===== src/rtl/countdown_timer_core_pkg.sv =====
// Shared definitions for the MM:SS countdown timer.
// Contents: FSM state encoding, BCD digit limits, default minutes limit,
// and small BCD helper functions used by the core datapath.
package countdown_timer_core_pkg;

    typedef enum logic [1:0] {
        ST_IDLE    = 2'd0,
        ST_RUN     = 2'd1,
        ST_PAUSE   = 2'd2,
        ST_EXPIRED = 2'd3
    } state_t;

    localparam logic [3:0] BCD_TENS_MAX    = 4'd5;
    localparam logic [3:0] BCD_ONES_MAX    = 4'd9;
    localparam int         DEFAULT_MAX_MIN = 59;

    // Force each digit of a raw switch value into a legal MM/SS digit range.
    function automatic logic [7:0] clamp_digits(input logic [7:0] v);
        logic [3:0] tens;
        logic [3:0] ones;
        tens = (v[7:4] > BCD_TENS_MAX) ? BCD_TENS_MAX : v[7:4];
        ones = (v[3:0] > BCD_ONES_MAX) ? BCD_ONES_MAX : v[3:0];
        return {tens, ones};
    endfunction

    // Binary value of a two-digit BCD field whose digits are already clamped (<= 59).
    function automatic logic [6:0] bcd_to_bin(input logic [7:0] v);
        return ({3'b000, v[7:4]} * 7'd10) + {3'b000, v[3:0]};
    endfunction

    function automatic logic [7:0] bin_to_bcd(input int n);
        logic [7:0] r;
        r[7:4] = 4'(n / 10);
        r[3:0] = 4'(n % 10);
        return r;
    endfunction

    // One-step BCD decrement of a 00..59 field; 00 wraps to 59 (the caller
    // detects the borrow by checking for 00 before the decrement).
    function automatic logic [7:0] bcd_dec(input logic [7:0] v);
        if (v[3:0] != 4'd0)
            return {v[7:4], v[3:0] - 4'd1};
        else if (v[7:4] != 4'd0)
            return {v[7:4] - 4'd1, BCD_ONES_MAX};
        else
            return {BCD_TENS_MAX, BCD_ONES_MAX};
    endfunction

endpackage


===== src/rtl/countdown_timer_core_key_edge.sv =====
// Push-button conditioner: two-flop synchroniser followed by a falling-edge
// detector. A press (high -> low) produces a single registered one-cycle
// pulse three clock edges after the input edge.
// Ports:
//   clk    in  system clock
//   reset  in  asynchronous active-high reset
//   key_n  in  raw active-low button, asynchronous to clk
//   pulse  out one-cycle pulse per falling edge of key_n
module countdown_timer_core_key_edge (
    input  logic clk,
    input  logic reset,
    input  logic key_n,
    output logic pulse
);

    // sync[0], sync[1] are the synchroniser; sync[2] holds the previous
    // synchronised level for edge detection. Idle level is high, so reset
    // to ones to avoid a spurious pulse after reset.
    logic [2:0] sync;

    always_ff @(posedge clk or posedge reset) begin
        if (reset) begin
            sync  <= 3'b111;
            pulse <= 1'b0;
        end else begin
            sync  <= {sync[1:0], key_n};
            pulse <= sync[2] & ~sync[1];
        end
    end

endmodule


===== src/rtl/countdown_timer_core.sv =====
// MM:SS BCD countdown timer driven by a 1 Hz tick enable.
// Loads minutes/seconds from sw via the set button, starts/pauses with the
// toggle button, counts down one second per tick and flags expiry with a
// blinking indicator.
// Ports:
//   CLOCK_50   in  system clock
//   reset      in  asynchronous active-high reset
//   tick       in  one-cycle 1 Hz enable
//   key_set_n  in  raw active-low set button
//   key_tog_n  in  raw active-low start/pause button
//   sw         in  load value, sw[7:4] tens, sw[3:0] ones (BCD)
//   min_bcd    out minutes, two BCD digits
//   sec_bcd    out seconds, two BCD digits
//   running    out high while counting
//   expired    out high once the count has reached 00:00
//   blink      out toggles every BLINK_DIV ticks while expired
//   set_field  out 0: next set loads seconds, 1: next set loads minutes
module countdown_timer_core
    import countdown_timer_core_pkg::*;
#(
    parameter int MAX_MIN   = DEFAULT_MAX_MIN,
    parameter int BLINK_DIV = 2
) (
    input  logic       CLOCK_50,
    input  logic       reset,
    input  logic       tick,
    input  logic       key_set_n,
    input  logic       key_tog_n,
    input  logic [7:0] sw,
    output logic [7:0] min_bcd,
    output logic [7:0] sec_bcd,
    output logic       running,
    output logic       expired,
    output logic       blink,
    output logic       set_field
);

    localparam logic [6:0] MAX_MIN_BIN = 7'(MAX_MIN);
    localparam logic [7:0] MAX_MIN_BCD = bin_to_bcd(MAX_MIN);
    localparam int         CNT_W       = (BLINK_DIV > 1) ? $clog2(BLINK_DIV) : 1;
    localparam logic [CNT_W-1:0] CNT_LAST = CNT_W'(BLINK_DIV - 1);

    logic             set_pulse;
    logic             tog_pulse;
    state_t           state;
    logic [CNT_W-1:0] blink_cnt;

    logic       do_load;
    logic       do_tog;
    logic       do_tick;
    logic       decrement;
    logic [7:0] sw_clamped;
    logic [7:0] min_load;
    logic [7:0] sec_next;
    logic [7:0] min_next;
    logic       sec_borrow;
    logic       next_zero;
    logic       time_zero;

    countdown_timer_core_key_edge u_key_set (
        .clk   (CLOCK_50),
        .reset (reset),
        .key_n (key_set_n),
        .pulse (set_pulse)
    );

    countdown_timer_core_key_edge u_key_tog (
        .clk   (CLOCK_50),
        .reset (reset),
        .key_n (key_tog_n),
        .pulse (tog_pulse)
    );

    // Event priority: a set press always swallows a simultaneous toggle
    // (even in RUN, where the set itself is ignored); a toggle swallows a
    // simultaneous tick.
    always_comb begin
        do_load    = set_pulse && (state != ST_RUN);
        do_tog     = tog_pulse && !set_pulse;
        do_tick    = tick && !do_load && !do_tog;
        decrement  = do_tick && (state == ST_RUN);

        sw_clamped = clamp_digits(sw);
        min_load   = (bcd_to_bin(sw_clamped) > MAX_MIN_BIN) ? MAX_MIN_BCD : sw_clamped;

        sec_borrow = (sec_bcd == 8'h00);
        sec_next   = bcd_dec(sec_bcd);
        min_next   = sec_borrow ? bcd_dec(min_bcd) : min_bcd;
        next_zero  = (min_next == 8'h00) && (sec_next == 8'h00);
        time_zero  = (min_bcd == 8'h00) && (sec_bcd == 8'h00);
    end

    // Control FSM; status outputs are registered alongside the state.
    always_ff @(posedge CLOCK_50 or posedge reset) begin
        if (reset) begin
            state     <= ST_IDLE;
            running   <= 1'b0;
            expired   <= 1'b0;
            blink     <= 1'b0;
            blink_cnt <= '0;
        end else begin
            case (state)
                ST_IDLE, ST_PAUSE: begin
                    if (do_tog && !time_zero) begin
                        state   <= ST_RUN;
                        running <= 1'b1;
                    end
                end
                ST_RUN: begin
                    if (do_tog) begin
                        state   <= ST_PAUSE;
                        running <= 1'b0;
                    end else if (decrement && next_zero) begin
                        state     <= ST_EXPIRED;
                        running   <= 1'b0;
                        expired   <= 1'b1;
                        blink     <= 1'b0;
                        blink_cnt <= '0;
                    end
                end
                ST_EXPIRED: begin
                    if (do_load || do_tog) begin
                        state   <= ST_IDLE;
                        expired <= 1'b0;
                        blink   <= 1'b0;
                    end else if (do_tick) begin
                        if (blink_cnt == CNT_LAST) begin
                            blink_cnt <= '0;
                            blink     <= ~blink;
                        end else begin
                            blink_cnt <= blink_cnt + 1'b1;
                        end
                    end
                end
                default: begin
                    state   <= ST_IDLE;
                    running <= 1'b0;
                    expired <= 1'b0;
                    blink   <= 1'b0;
                end
            endcase
        end
    end

    // BCD time registers and load-field selector.
    always_ff @(posedge CLOCK_50 or posedge reset) begin
        if (reset) begin
            min_bcd   <= 8'h00;
            sec_bcd   <= 8'h00;
            set_field <= 1'b0;
        end else if (do_load) begin
            if (set_field)
                min_bcd <= min_load;
            else
                sec_bcd <= sw_clamped;
            set_field <= ~set_field;
        end else if (decrement) begin
            sec_bcd <= sec_next;
            min_bcd <= min_next;
        end
    end

endmodule


===== config.mk =====
export PLATFORM = sky130hd
export DESIGN_NAME = countdown_timer_core
export DESIGN_NICKNAME = d
export VERILOG_FILES = /design/src/rtl/countdown_timer_core_pkg.sv /design/src/rtl/countdown_timer_core_key_edge.sv /design/src/rtl/countdown_timer_core.sv
export SDC_FILE = /design/constraint.sdc
export NUM_CORES = 1
export LEC_CHECK = 0
export CAP_MARGIN = 0
export CORE_ASPECT_RATIO = 0.5
export CORE_MARGIN = 2
export CORE_UTILIZATION = 38
export DETAILED_ROUTE_END_ITERATION = 10
export PLACE_DENSITY = 0.6
export SYNTH_ARGS = -nofsm -noshare
export SYNTH_HDL_FRONTEND = slang
export SYNTH_SLANG_ARGS = --single-unit

===== constraint.sdc =====
create_clock -name CLOCK_50 -period 3.5 [get_ports CLOCK_50]
set_input_delay 0.875 -clock CLOCK_50 [delete_from_list [all_inputs] [get_ports CLOCK_50]]
set_output_delay 0.875 -clock CLOCK_50 [all_outputs]
set_load 0.03 [all_outputs]

==> results.py, run 1 <==
# Synthesis and PnR figures
metrics = {
    "outcome": {
        "run_status": "completed",
    },
    "pwr": {
        "p_int_uw": 1080,
        "power_density_nw_per_um2": 742,
        "power.static_leakage_uw": 0.00107,
        "relative_contribution_of_combinational_cells_to_total_power": 0.451,
        "power_top_consumer": "combinational cells",
        "share_clk_of_total_power": 0.197,
        "ir_worst_vdd_uv": 270,
        "clock_net_power_uw": 372,
        "seqPwrFrac": 0.352,
        "power.net_switching_uw": 809,
        "seq-power_uw": 665,
    },
    "layout": {
        "insertedDiodeCount": 0,
        "most-common-layout-cells": "32 x clkdlybuf4s50_1, 25 x dfrtp_1, 20 x nor2_1, 17 x nand2_1, 14 x inv_1",
        "layout-drive-gt1-share": 0.146,
        "buffers": 43,
        "final_common_cell": "clkdlybuf4s50_1",
        "area_dominant_class": "combinational gates",
        "ff_latch_area_um2": 783,
        "layout.nonclk_buf_frac": 0.158,
        "mi_logic_area_um2": 1100,
        "final_standard_cell_count_with_taps_included_and_fillers_excluded": 324,
        "final_net_count": 276,
        "reg.largest.list": "min_bcd x8, sec_bcd x8",
        "n_clock_buffer": 6,
        "postLayoutCellArea_um2": 2550,
        "synthToLayoutAreaGrowth_pct": 30.0,
        "sequential_cell_total": 31,
        "combAreaFraction": 0.431,
    },
    "synth": {
        "synth-edff-count": 0,
        "synthTopLogicFamily": "AND-OR/OR-AND gates",
        "synth_stat.cells": 209,
        "postSynthCellCount": 209,
        "xor_area_frac": 0.00895,
        "ys_sh_simple": 0.211,
        "synth_top_area_share": 0.319,
        "mux_share": 0.0134,
        "yosys_most_used_dff": "dfrtp_1",
        "synth.yosys.warnings": 0,
        "aoi_share": 0.252,
        "netlist_top_cells_area": "dfrtp_1 32%, dfstp_2 8.1%, ha_1 5.8%, nor2_1 3.8%, nand2_1 3.3%",
        "synth.cellmix.adderShare": 0.0677,
        "synth.largest_area_cell": "dfrtp_1",
        "synth-seq-area-share": 0.400,
    },
    "worst_setup_path": {
        "cp_data_required_time_ns": 3.66,
        "timing.critical_path.slowest_stage_cell": "clkdlybuf4s50_1",
        "path_buffers": 2,
        "crit_family": "AND-OR/OR-AND gates",
        "timing.critical_path.from_type": "input port",
        "timing.reg2reg.setup_slack_ns": 1.07,
        "arrival_ns": 3.47,
        "cp-end-kind": "register",
    },
    "clock_network": {
        "worst_setup_hold_path_clk_slew_ns": 0.06,
        "tritoncts_clock_tree": "done",
        "depth_of_the_cts_h_tree": 2,
        "cts_made_buffers": 5,
        "insertion_delay_ns": 0.29,
        "post-cts-setup-buffers": 0,
        "cts_root_buf": "clkbuf_8",
        "ctsResizeCount": 0,
    },
    "grt": {
        "grt-busiest-layer": "met2",
        "grt_pass1_vias": 1640,
        "use_met2": 0.303,
        "grt_start_max_net_pins": 32,
        "grt_antenna_before_repair": 0,
    },
    "floorplan": {
        "tapcell.inserted": 70,
        "die_y_um": 54.8,
        "coreArea_um2": 4950,
        "fp-utilization": 0.395,
    },
    "timing": {
        "period_minus_ws_final_ns": 3.31,
        "period_used_share": 0.947,
        "report.final.setup_viol": 0,
        "hold_ws_ns": 0.356,
        "final.setup_skew_ns": 0.00967,
        "timing.final.max_slew_violations": 0,
        "count_of_endpoints_failing_hold_in_the_final_timing_report": 0,
    },
    "detailed_routing": {
        "firstDrtPassIters": 4,
        "met2WireLength_um": 2200,
        "drt-vias-per-instance": 5.48,
        "drt_drc_violations_left": 0,
        "met3_wirelength_um": 193,
        "drt-met1-wl_um": 2540,
        "drtAntennaViolNets": 0,
        "top_layer": "met4",
    },
    "flow_run": {
        "timing.max_cap.violations": 0,
        "log.warning_count": 28,
    },
    "placement": {
        "hpwlAfterDp_um": 3670,
        "dpl.cell_count": 316,
        "placed_area_um2": 2420,
    },
}
run 1: path summary, 6_finish.rpt:
kind / startpoint / end / depth (start not counted)
max: sw[6] / min_bcd[0]$_DFFE_PP0P_ / 10
min: u_key_tog.sync[0]$_DFF_PP1_ / u_key_tog.sync[1]$_DFF_PP1_ / 0
max reg2reg: sec_bcd[0]$_DFFE_PP0P_ / min_bcd[2]$_DFFE_PP0P_ / 7
min reg2reg: u_key_tog.sync[0]$_DFF_PP1_ / u_key_tog.sync[1]$_DFF_PP1_ / 0
max in group asynchronous: reset / u_key_set.sync[1]$_DFF_PP1_ / 3
min in group asynchronous: reset / expired$_DFFE_PP0P_ / 3
run 1: stage by stage:
step / setup slack (ns) / power [uW] / utilization
after detailed placement: -0.178 / 1520 / 0.488
after CTS: 0.125 / 1900 / 0.512
final: 0.186 / 1890 / 0.514
after global placement: -0.110 / 1510 / 0.488
after global routing: 0.0340 / 2000 / 0.514
after floorplan: 0.478 / 1200 / -
run 1: synth_stat cells, types with 3 or more instances:
cell type,number
a211o_1,4
nor2b_1,5
a221oi_1,3
o211ai_1,3
nand3_1,5
inv_1,14
clkbuf_1,4
nor3_1,7
dfstp_2,6
a31o_1,3
dfrtp_1,25
nand2_1,17
nand2b_1,4
a211oi_1,3
a31oi_1,3
o21ai_0,7
a21boi_1,5
a311oi_1,3
nor2_1,20
ha_1,9
nor4_1,3
a21oi_1,7
o21ai_1,8
run 1: cell families (layout without fill, tap and decap cells):
group,after synthesis,count (layout)
AND-OR/OR-AND,66,66
XOR/XNOR,2,2
adder cells (fa/ha/maj),10,10
buffers and inverters,21,66
flip-flops,31,31
multiplexers,2,2
other,1,1
AND/OR/NAND/NOR,76,76
Figure 1. Nets reached from selected ports (run 1).
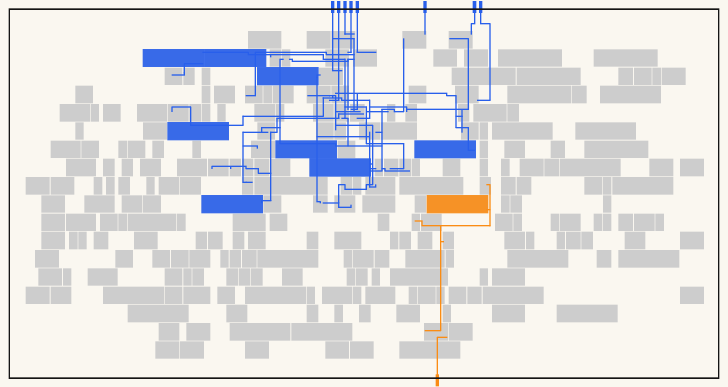
| port | colour | bits | direction | edge | end cells | buffers | wire |
|---|---|---|---|---|---|---|---|
| `min_bcd` | blue | 8 | output | north | 8 | 8 | 494 um |
| `set_field` | orange | 1 | output | south | 1 | 1 | 44.3 um |
count of boundary I/O pins: 33
number of buffer cells added on primary ports: 32

Figure 2. Wiring heat map (run 1).
The die is cut into 21 by 11 equal tiles; black is low, pale yellow is high, scaled to the fullest tile. Values are wire area over tile area, all layers added.
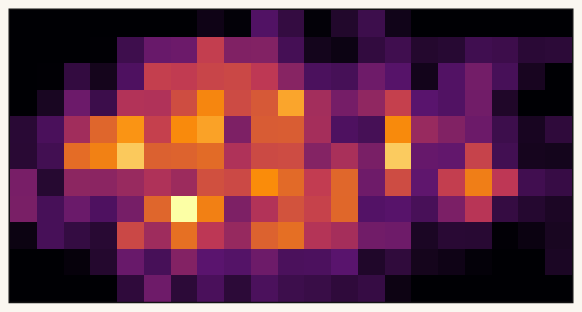
fullest tile: 0.49
tiles over half the peak: 22%
nearly empty tiles: 18%
emptiest ninth of the die: south-east
mean over tiles: 0.13
densest ninth of the die: centre
via total after detailed routing: 1775
routed wire length per instance: 15.4 um
wire length reported by the detailed router: 4990 um
total global routing track utilization: 0.184

Figure 3. The metal 3 layer (run 1).
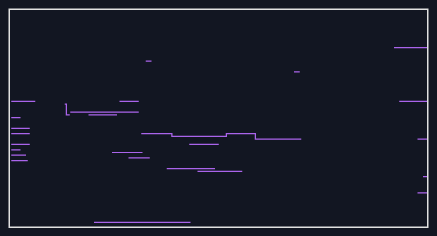
main direction: horizontal
nets with wire on the layer: 23
wire length on this layer: 194 um
share of all routed wire: 3.9%
longest straight run: 24.1 um
met3 GRT Util: 0.0357

Figure 4. Placed standard cells (run 1).
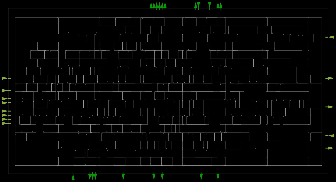
sequential portion of the cell area: 0.308
standard-cell row count: 18

==> run 2, diff against run 1 <==
- clock period: 3.5 -> 4.1 ns (I/O delays scaled with it)
==> results.py, run 2 <==
# Synthesis and PnR figures
metrics = {
    "synth": {
        "post-synth-top-count-cell": "dfrtp_1",
        "synth_stat.cells": 209,
        "postSynthCellCount": 209,
        "synthTopCellsByCount": "25 x dfrtp_1, 20 x nor2_1, 17 x nand2_1",
        "netlist_top_cells_area": "dfrtp_1 32%, dfstp_2 8.1%, ha_1 5.8%, nor2_1 3.8%, nand2_1 3.3%",
        "yosys_most_used_dff": "dfrtp_1",
        "synth.yosys.warnings": 0,
        "synth-seq-area-share": 0.400,
        "synth_top_area_share": 0.319,
    },
    "placement": {
        "post-place-ws_ns": 0.172,
        "dpl.cell_count": 307,
        "placed_area_um2": 2350,
        "port-buffer-count": 32,
    },
    "worst_setup_path": {
        "cp_data_required_time_ns": 4.24,
        "timing.critical_path.from_type": "input port",
        "arrival_ns": 3.75,
    },
    "grt": {
        "grt_pass1_vias": 1657,
        "grtUsageTotal": 0.192,
        "grt_antenna_before_repair": 0,
        "use_met2": 0.306,
        "grt-busiest-layer": "met2",
        "grt_start_max_net_pins": 28,
    },
    "timing": {
        "period_minus_ws_final_ns": 3.61,
        "timing.final.max_slew_violations": 0,
        "hold_ws_ns": 0.356,
        "report.final.setup_viol": 0,
        "count_of_endpoints_failing_hold_in_the_final_timing_report": 0,
        "crit_path_setup_slack_layout_ns": 0.490,
    },
    "detailed_routing": {
        "top_layer": "met4",
        "drt-met1-wl_um": 2520,
        "firstDrtPassIters": 4,
        "drt-vias-per-instance": 5.49,
        "drtAntennaViolNets": 0,
        "drt_drc_violations_left": 0,
        "met2WireLength_um": 2260,
        "met3_wirelength_um": 231,
    },
    "clock_network": {
        "worst_setup_hold_path_clk_slew_ns": 0.07,
        "insertion_delay_ns": 0.29,
        "ctsResizeCount": 0,
        "post-cts-setup-buffers": 0,
        "depth_of_the_cts_h_tree": 2,
        "cts_root_buf": "clkbuf_8",
    },
    "pwr": {
        "share_clk_of_total_power": 0.197,
        "relative_contribution_of_combinational_cells_to_total_power": 0.450,
        "p_int_uw": 915,
        "power.total_uw": 1610,
        "power.static_leakage_uw": 0.00102,
        "seqPwrFrac": 0.353,
        "power_density_nw_per_um2": 651,
    },
    "floorplan": {
        "die_y_um": 54.8,
        "io-pin-count": 33,
        "coreArea_um2": 4950,
        "fp-utilization": 0.395,
    },
    "layout": {
        "insertedDiodeCount": 0,
        "synthToLayoutAreaGrowth_pct": 26.0,
        "final_common_cell": "clkdlybuf4s50_1",
        "final_net_count": 267,
        "most-common-layout-cells": "32 x clkdlybuf4s50_1, 25 x dfrtp_1, 20 x nor2_1, 17 x nand2_1, 14 x inv_1",
        "reg.largest.list": "min_bcd x8, sec_bcd x8",
    },
    "outcome": {
        "run_status": "completed",
    },
}
-- run 2: worst max-delay path: stages --
cell	delay, ns
clkdlybuf4s50_1	0.42
nor2_1	0.31
inv_2	0.09
ha_1	0.31
ha_1	0.32
a21oi_1	0.23
a21boi_0	0.15
a311o_1	0.38
a31oi_1	0.35
a221oi_1	0.16
-- run 2: final cells by class --
type	instances	area [um^2]
inverter	15	56.3
clock buffer	6	82.6
fill	485	2490
multi-input combinational	157	1090
sequential	31	783
timing repair buffer	34	335
tap	70	87.6
clock inverter	2	35.0
-- run 2: power groups by stage --
stage                     Clock [uW]  Combinational (uW)  Sequential [uW]
after CTS                        319                 725              566
after global routing             334                 787              590
final                            317                 722              567
after global placement             0                 723              565
after detailed placement           0                 721              569
after floorplan                    0                 357              667
-- run 2: worst paths after layout --
kind                            slack, ns                   startpoint                           to  cells past startpoint
worst min-delay path                 0.36  u_key_tog.sync[0]$_DFF_PP1_  u_key_tog.sync[1]$_DFF_PP1_                      0
max in group asynchronous            2.05                        reset  u_key_set.sync[1]$_DFF_PP1_                      3
min in group asynchronous            1.30                        reset    u_key_set.pulse$_DFF_PP0_                      2
worst max-delay path                 0.49                        sw[7]       min_bcd[3]$_DFFE_PP0P_                     10
worst min register to register       0.36  u_key_tog.sync[0]$_DFF_PP1_  u_key_tog.sync[1]$_DFF_PP1_                      0
worst max register to register       1.60       sec_bcd[1]$_DFFE_PP0P_       min_bcd[2]$_DFFE_PP0P_                      7
-- run 2: kinds of logic (layout without fill, tap and decap cells) --
logic type      after synthesis  after routing  synth area share
buf+inv                      21             57            0.0447
xor+xnor                      2              2           0.00895
flops                        31             31             0.400
fa+ha+maj                    10             10            0.0677
other cells                   1              1           0.00192
mux                           2              2            0.0134
simple gates                 76             76             0.211
compound gates               66             66             0.252
Figure 5. Nets reached from selected ports (run 2).
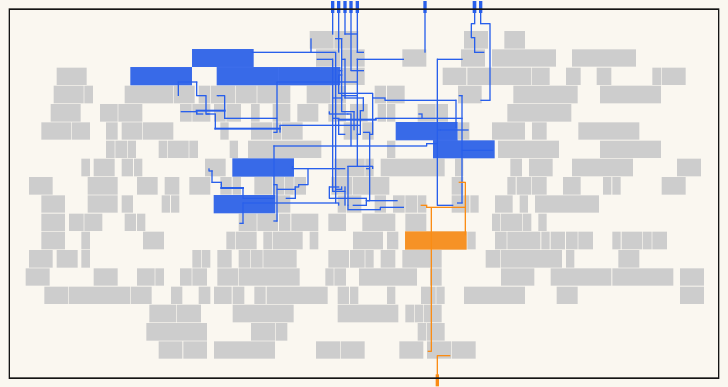

Figure 6. The metal 3 layer (run 2).
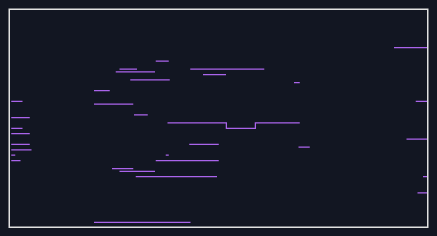
nets with wire on the layer: 27
wire length on this layer: 232 um
share of all routed wire: 4.6%
main direction: horizontal
wire length reported by the detailed router: 5070 um
met3 GRT Util: 0.0333
via total after detailed routing: 1729

Figure 7. Register map, names as in the netlist (run 2).
Other sequential cells in the stronger grey, the rest of the logic in the fainter grey.
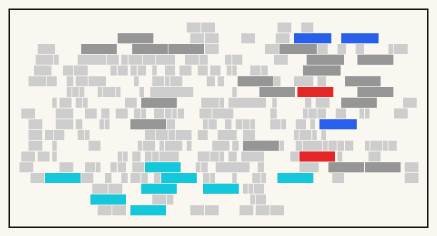
| signal | colour | sequential cells |
|---|---|---|
| `state` | red | 2 |
| `sec_bcd` | cyan | 8 |
| `u_key_set.sync` | blue | 3 |
not coloured: 18
power dissipated in sequential cells: 567 uW
Layout Utilization: 0.498
sequential portion of the cell area: 0.317
register area: 783 um^2

==> run 3, diff against run 2 <==
- PLACE_DENSITY: 0.6 -> 0.71
==> results.py, run 3 <==
# Synthesis and PnR figures
metrics = {
    "outcome": {
        "run_status": "completed",
    },
    "grt": {
        "use_met2": 0.288,
        "grt_pass1_vias": 1608,
        "grt_antenna_before_repair": 0,
        "grt_start_max_net_pins": 27,
    },
    "synth": {
        "synth.yosys.warnings": 0,
        "post-synth-top-count-cell": "dfrtp_1",
        "synthTopCellsByCount": "25 x dfrtp_1, 20 x nor2_1, 17 x nand2_1",
        "synth_top_area_share": 0.319,
        "netlist_top_cells_area": "dfrtp_1 32%, dfstp_2 8.1%, ha_1 5.8%, nor2_1 3.8%, nand2_1 3.3%",
        "synth_stat.cells": 209,
        "synth-seq-area-share": 0.400,
        "postSynthCellCount": 209,
    },
    "timing": {
        "count_of_endpoints_failing_hold_in_the_final_timing_report": 0,
        "timing.final.max_slew_violations": 0,
        "period_minus_ws_final_ns": 3.71,
        "crit_path_setup_slack_layout_ns": 0.395,
    },
    "worst_setup_path": {
        "cp_data_required_time_ns": 4.23,
        "timing.critical_path.slowest_stage_cell": "clkdlybuf4s50_1",
        "crit_family": "AND-OR/OR-AND gates",
        "path_buffers": 2,
        "arrival_ns": 3.84,
        "cp_most_frequent_cell": "ha_1",
        "path_cells": "clkdlybuf4s50_1 -> nor2_1 -> inv_2 -> ha_1 -> ha_1 -> a21oi_1 -> a21boi_0 -> a311o_1 -> a31oi_1 -> a221oi_1",
        "r2r_cells": 7,
        "critical_path.max_stage_delay_ns": 0.42,
        "rr_startpoint": "sec_bcd[0]$_DFFE_PP0P_",
        "r2r_end": "min_bcd[2]$_DFFE_PP0P_",
        "timing.reg2reg.setup_slack_ns": 1.56,
    },
    "placement": {
        "dpl.cell_count": 307,
        "post-place-ws_ns": 0.128,
        "port-buffer-count": 32,
    },
    "detailed_routing": {
        "firstDrtPassIters": 4,
        "drt-vias-per-instance": 5.64,
        "drtAntennaViolNets": 0,
        "top_layer": "met4",
        "met3_wirelength_um": 272,
    },
    "layout": {
        "most-common-layout-cells": "32 x clkdlybuf4s50_1, 25 x dfrtp_1, 20 x nor2_1, 17 x nand2_1, 14 x inv_1",
        "reg.largest.list": "min_bcd x8, sec_bcd x8",
        "synthToLayoutAreaGrowth_pct": 26.0,
        "insertedDiodeCount": 0,
    },
    "clock_network": {
        "worst_setup_hold_path_clk_slew_ns": 0.06,
        "post-cts-setup-buffers": 0,
        "cts_root_buf": "clkbuf_8",
    },
    "pwr": {
        "power.static_leakage_uw": 0.00102,
    },
    "worst_hold_path": {
        "hold_depth": 0,
        "whs_endpoint": "u_key_tog.sync[1]$_DFF_PP1_",
    },
    "floorplan": {
        "io-pin-count": 33,
    },
}
-- run 3: worst max path at each step --
stage,to,from,slack (ns),cells after the start
2_1_floorplan,min_bcd[6]$_DFFE_PP0P_,sw[6],0.93,8
3_3_place_gp,min_bcd[3]$_DFFE_PP0P_,sw[7],0.28,12
3_5_place_dp,min_bcd[6]$_DFFE_PP0P_,sw[7],0.13,12
4_1_cts,min_bcd[6]$_DFFE_PP0P_,sw[7],0.44,12
5_1_grt,min_bcd[3]$_DFFE_PP0P_,sw[7],0.23,12
6_report,min_bcd[6]$_DFFE_PP0P_,sw[7],0.39,10
-- run 3: power by group --
group	switching, uW	internal (uW)	leakage (uW)
Sequential	166	401	0.000367
Combinational	408	318	0.000594
Clock	112	196	0.0000612
Total	687	915	0.00102
-- run 3: cell type report --
type,count,area (um^2),area share
multi-input cells,157,1090,0.441
inverters,15,56.3,0.0228
well taps,70,87.6,0.0355
flip-flops and latches,31,783,0.317
repair buffers,34,335,0.136
clock inverters,2,35.0,0.0142
clock buffers,6,82.6,0.0335
-- run 3: stage by stage --
stage,hold WS [ns],area (um^2),utilization,power [uW]
6_report,0.356,2470,0.498,1600
5_1_grt,0.364,2470,0.498,1700
3_5_place_dp,0.347,2350,0.474,1290
3_3_place_gp,0.346,2350,0.474,1280
4_1_cts,0.357,2470,0.498,1610
2_1_floorplan,0.345,1960,-,1020
-- run 3: cell families after synthesis --
| group | share of synthesized area |
|---|---|
| xor+xnor | 0.00895 |
| simple gates | 0.211 |
| fa+ha+maj | 0.0677 |
| buf+inv | 0.0447 |
| mux | 0.0134 |
| flops | 0.400 |
| other cells | 0.00192 |
| compound gates | 0.252 |
Figure 8. Placed standard cells (run 3).
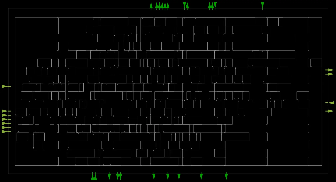
tapcell count: 70
final standard cell count with taps included and fillers excluded: 315
Flop Count: 31
core footprint: 4950 um^2
filler cell count: 470

Figure 9. Wiring heat map (run 3).
The die is cut into 21 by 11 equal tiles; black is low, pale yellow is high, scaled to the fullest tile. Values are wire area over tile area, all layers added.
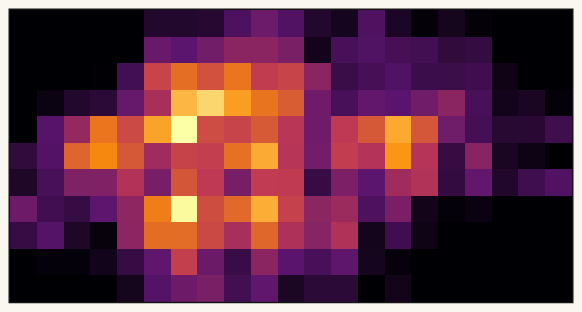
routed wire length per instance: 15.9 um
via total after detailed routing: 1776
total global routing track utilization: 0.178
wire length reported by the detailed router: 5000 um

Figure 10. Nets reached from selected ports (run 3).
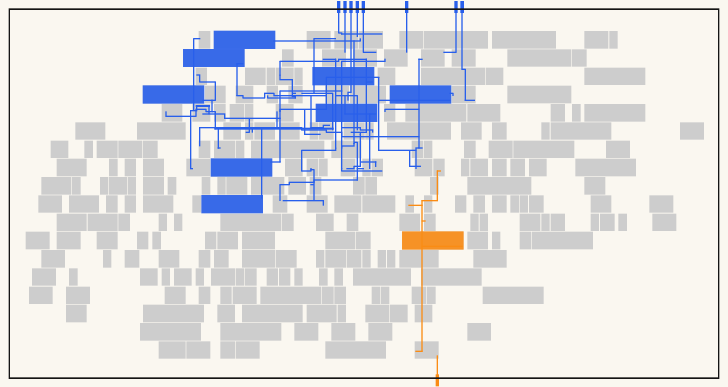
| port | colour | bits | direction | edge | end cells | buffers | wire |
|---|---|---|---|---|---|---|---|
| `set_field` | orange | 1 | output | south | 1 | 1 | 41.8 um |
| `min_bcd` | blue | 8 | output | north | 8 | 8 | 553 um |

Power and IR drop assume default switching activity.
